File: src/rtl/seg_pkg.sv
// seg_pkg: shared 7-segment constants for the board display blocks
package seg_pkg;
  localparam int SEG_A = 0;
  localparam int SEG_G = 6;
  localparam int SEG_DP = 7;
  localparam logic [7:0] SEG_BLANK = 8'hFF;
  localparam logic [6:0] HEX7 [16] = '{
    7'h40, 7'h79, 7'h24, 7'h30, 7'h19, 7'h12, 7'h02, 7'h78,
    7'h00, 7'h10, 7'h08, 7'h03, 7'h46, 7'h21, 7'h06, 7'h0E
  };
endpackage

File: src/rtl/seg_scan_ctrl_if.sv
// seg_scan_ctrl_if: display content in from the datapath, anode/segment pins out
interface seg_scan_ctrl_if #(parameter int DIGITS = 4);
  logic [4*DIGITS-1:0] data;
  logic [DIGITS-1:0] dp;
  logic [DIGITS-1:0] dig_en;
  logic lzb;
  logic [DIGITS-1:0] an_n;
  logic [7:0] seg_n;
  logic frame_done;
  modport master(output data, dp, dig_en, lzb, input an_n, seg_n, frame_done);
  modport slave(input data, dp, dig_en, lzb, output an_n, seg_n, frame_done);
endinterface

File: src/rtl/hex7seg_dec.sv
// hex7seg_dec: nibble to active-low 7-segment code with decimal point and blanking
module hex7seg_dec
  import seg_pkg::*;
(
  input  logic [3:0] nib,
  input  logic       dp,
  input  logic       blank,
  output logic [7:0] seg_n
);
  // blanking darkens only the a..g shapes; the decimal point stays independent
  always_comb begin
    seg_n = SEG_BLANK;
    seg_n[SEG_DP] = ~dp;
    seg_n[SEG_G:SEG_A] = blank ? 7'h7F : HEX7[nib];
  end
endmodule

File: src/rtl/seg_scan_ctrl.sv
// seg_scan_ctrl: multiplexed common-anode 7-segment scanner with frame snapshot and dead time
module seg_scan_ctrl
  import seg_pkg::*;
#(
  parameter int DIGITS = 4,
  parameter int CLK_DIV = 100000,
  parameter int BLANK_CYC = 16
) (
  input logic clk,
  input logic rst_n,
  seg_scan_ctrl_if.slave bus
);
  localparam int CW = $clog2(CLK_DIV);
  localparam int IW = DIGITS > 1 ? $clog2(DIGITS) : 1;
  logic [CW-1:0] cnt;
  logic [IW-1:0] idx;
  logic load;
  logic [4*DIGITS-1:0] sh_data;
  logic [DIGITS-1:0] sh_dp;
  logic [DIGITS-1:0] sh_en;
  logic sh_lzb;
  logic [DIGITS-1:0] blank;
  logic lead;
  logic slot_end;
  logic last;
  logic on;
  logic [7:0] seg_d;
  assign slot_end = cnt == CW'(CLK_DIV - 1);
  assign last = idx == IW'(DIGITS - 1);
  assign on = int'(cnt) >= BLANK_CYC && sh_en[idx];
  // leading zeros blank from the top digit down; disabled digits count as zero, digit 0 always shows
  always_comb begin
    lead = sh_lzb;
    blank = '0;
    for (int i = DIGITS - 1; i > 0; i--) begin
      lead = lead && (!sh_en[i] || sh_data[4*i +: 4] == 4'h0);
      blank[i] = lead;
    end
  end
  hex7seg_dec u_dec (
    .nib(sh_data[4*idx +: 4]),
    .dp(sh_dp[idx]),
    .blank(blank[idx]),
    .seg_n(seg_d)
  );
  // slot divider, digit index and end-of-frame strobe
  always_ff @(posedge clk or negedge rst_n)
    if (!rst_n) begin
      cnt <= '0;
      idx <= '0;
      bus.frame_done <= 1'b0;
    end else begin
      cnt <= slot_end ? '0 : cnt + 1'b1;
      idx <= slot_end ? (last ? '0 : idx + 1'b1) : idx;
      bus.frame_done <= slot_end && last;
    end
  // frame snapshot keeps each frame tear-free against mid-frame input changes
  always_ff @(posedge clk or negedge rst_n)
    if (!rst_n) begin
      load <= 1'b1;
      sh_data <= '0;
      sh_dp <= '0;
      sh_en <= '0;
      sh_lzb <= 1'b0;
    end else if (load || (slot_end && last)) begin
      load <= 1'b0;
      sh_data <= bus.data;
      sh_dp <= bus.dp;
      sh_en <= bus.dig_en;
      sh_lzb <= bus.lzb;
    end
  // registered pins: dark during dead time or for disabled digits
  always_ff @(posedge clk or negedge rst_n)
    if (!rst_n) begin
      bus.an_n <= '1;
      bus.seg_n <= SEG_BLANK;
    end else begin
      bus.an_n <= on ? ~(DIGITS'(1) << idx) : '1;
      bus.seg_n <= on ? seg_d : SEG_BLANK;
    end
endmodule
File: src/flat_wrapper.sv
// flat-port wrapper written by rule: the top's interface ports become plain ports
module seg_scan_ctrl_flat import seg_pkg::*;
#(
  parameter int DIGITS = 4,
  parameter int CLK_DIV = 100000,
  parameter int BLANK_CYC = 16
)
  (clk, rst_n, bus_data, bus_dp, bus_dig_en, bus_lzb, bus_an_n, bus_seg_n, bus_frame_done);
  seg_scan_ctrl_if #(.DIGITS(DIGITS)) bus_i ();
  input logic clk;
  input logic rst_n;
  input wire logic [$bits(bus_i.data)-1:0] bus_data;
  input wire logic [$bits(bus_i.dp)-1:0] bus_dp;
  input wire logic [$bits(bus_i.dig_en)-1:0] bus_dig_en;
  input wire logic [$bits(bus_i.lzb)-1:0] bus_lzb;
  output wire logic [$bits(bus_i.an_n)-1:0] bus_an_n;
  output wire logic [$bits(bus_i.seg_n)-1:0] bus_seg_n;
  output wire logic [$bits(bus_i.frame_done)-1:0] bus_frame_done;
  assign bus_i.data = bus_data;
  assign bus_i.dp = bus_dp;
  assign bus_i.dig_en = bus_dig_en;
  assign bus_i.lzb = bus_lzb;
  assign bus_an_n = bus_i.an_n;
  assign bus_seg_n = bus_i.seg_n;
  assign bus_frame_done = bus_i.frame_done;
  seg_scan_ctrl #(.DIGITS(DIGITS), .CLK_DIV(CLK_DIV), .BLANK_CYC(BLANK_CYC)) u_core (.clk(clk), .rst_n(rst_n), .bus(bus_i));
endmodule
File: config.mk
export PLATFORM = sky130hd
export DESIGN_NAME = seg_scan_ctrl_flat
export DESIGN_NICKNAME = d
export VERILOG_FILES = /design/src/rtl/seg_pkg.sv /design/src/rtl/seg_scan_ctrl_if.sv /design/src/rtl/hex7seg_dec.sv /design/src/rtl/seg_scan_ctrl.sv /design/src/flat_wrapper.sv
export SDC_FILE = /design/constraint.sdc
export NUM_CORES = 1
export LEC_CHECK = 0
export CORE_ASPECT_RATIO = 0.7
export CORE_MARGIN = 4
export CORE_UTILIZATION = 49
export DETAILED_ROUTE_END_ITERATION = 8
export PLACE_DENSITY = 0.75
export SETUP_SLACK_MARGIN = 0.1
export SLEW_MARGIN = 30
export SYNTH_ARGS = -nofsm -noshare
export SYNTH_HDL_FRONTEND = slang
export SYNTH_SLANG_ARGS = --single-unit
File: constraint.sdc
create_clock -name clk -period 1.9 [get_ports clk]
set_input_delay 0.38 -clock clk [delete_from_list [all_inputs] [get_ports clk]]
set_output_delay 0.38 -clock clk [all_outputs]
set_load 0.01 [all_outputs]
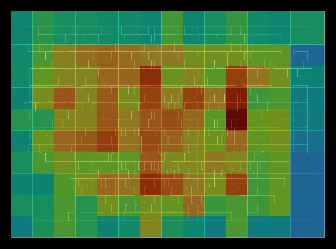
Fig. 1. Routing congestion.
GR Util met1: 0.266
routed length per instance: 16.5 um
post-layout util: 0.685
Total GRT Usage: 0.184

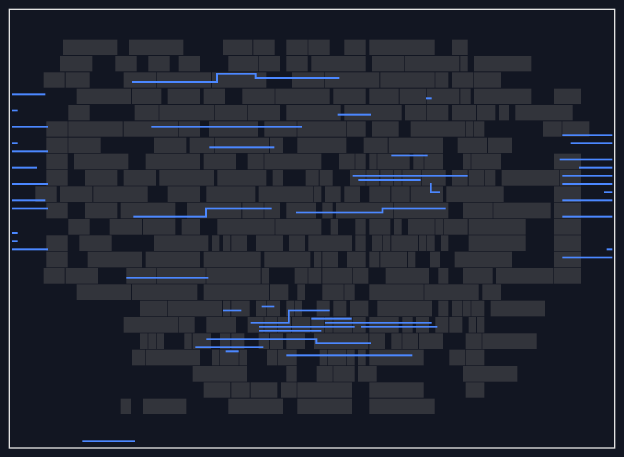
Fig. 2. M3 wires.
(6 px per um)
The layer carries 446 um of wire. 41 nets have wire on it. The layer holds 7.2% of the routed length. The wires run mostly horizontal.

==> reports/metrics.cfg <==
[synthesis]
synthAdderAreaFrac=0.0510
common_cells=dfrtp_1, mux2_4, dfstp_2, nand2_1, nand3_1
synth_flops=58
mux_share=0.192
synth-main-ff-cell=dfrtp_1
most_common_cell=dfrtp_1

[pwr]
powerDensity_nw_per_um2=875
p_int_mw=2.73
power-top-group=clock

[global_routing]
grt_antenna_before_repair=0
top_usage_layer=met1

[finish]
sh_seq_area=0.371
top_register=u_core.cnt
antenna_cells=0

[detailed_routing]
drt_iter0_drc=187
vias=2026
maxUsedRoutingLayer=met4
antenna_left=0

[placement]
io_buffers=39

[timing]
fin_ws_ns=-0.00223
slew_viol_final=0
worst_pin_slew_ns=0.560
setup_viol=1

[clock_tree]
cts_hold_buf=0

[run_status]
status=complete, but fails checks
violations=negative setup slack

[die]
fp_util=0.509
core_area_sq_um=5780

[critical_path]
max_stage_delay_ns=0.65

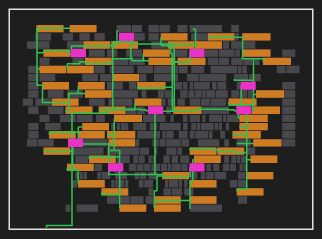
Fig. 3. Clock distribution.
(3 px per um)
Green is clock wires, length 769 um. Magenta is clock-net drivers, count 9. Orange is flip-flops, count 58.
Position of the flops: widely spread. There are 10 routed clock nets.

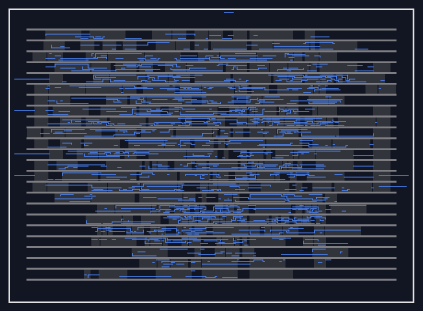
Fig. 4. Met1 routing.
(4 px per um) Supply wires on this layer in gray.
The layer holds 47% of the routed length. 295 nets have wire on it.

Power and IR drop assume default switching activity.
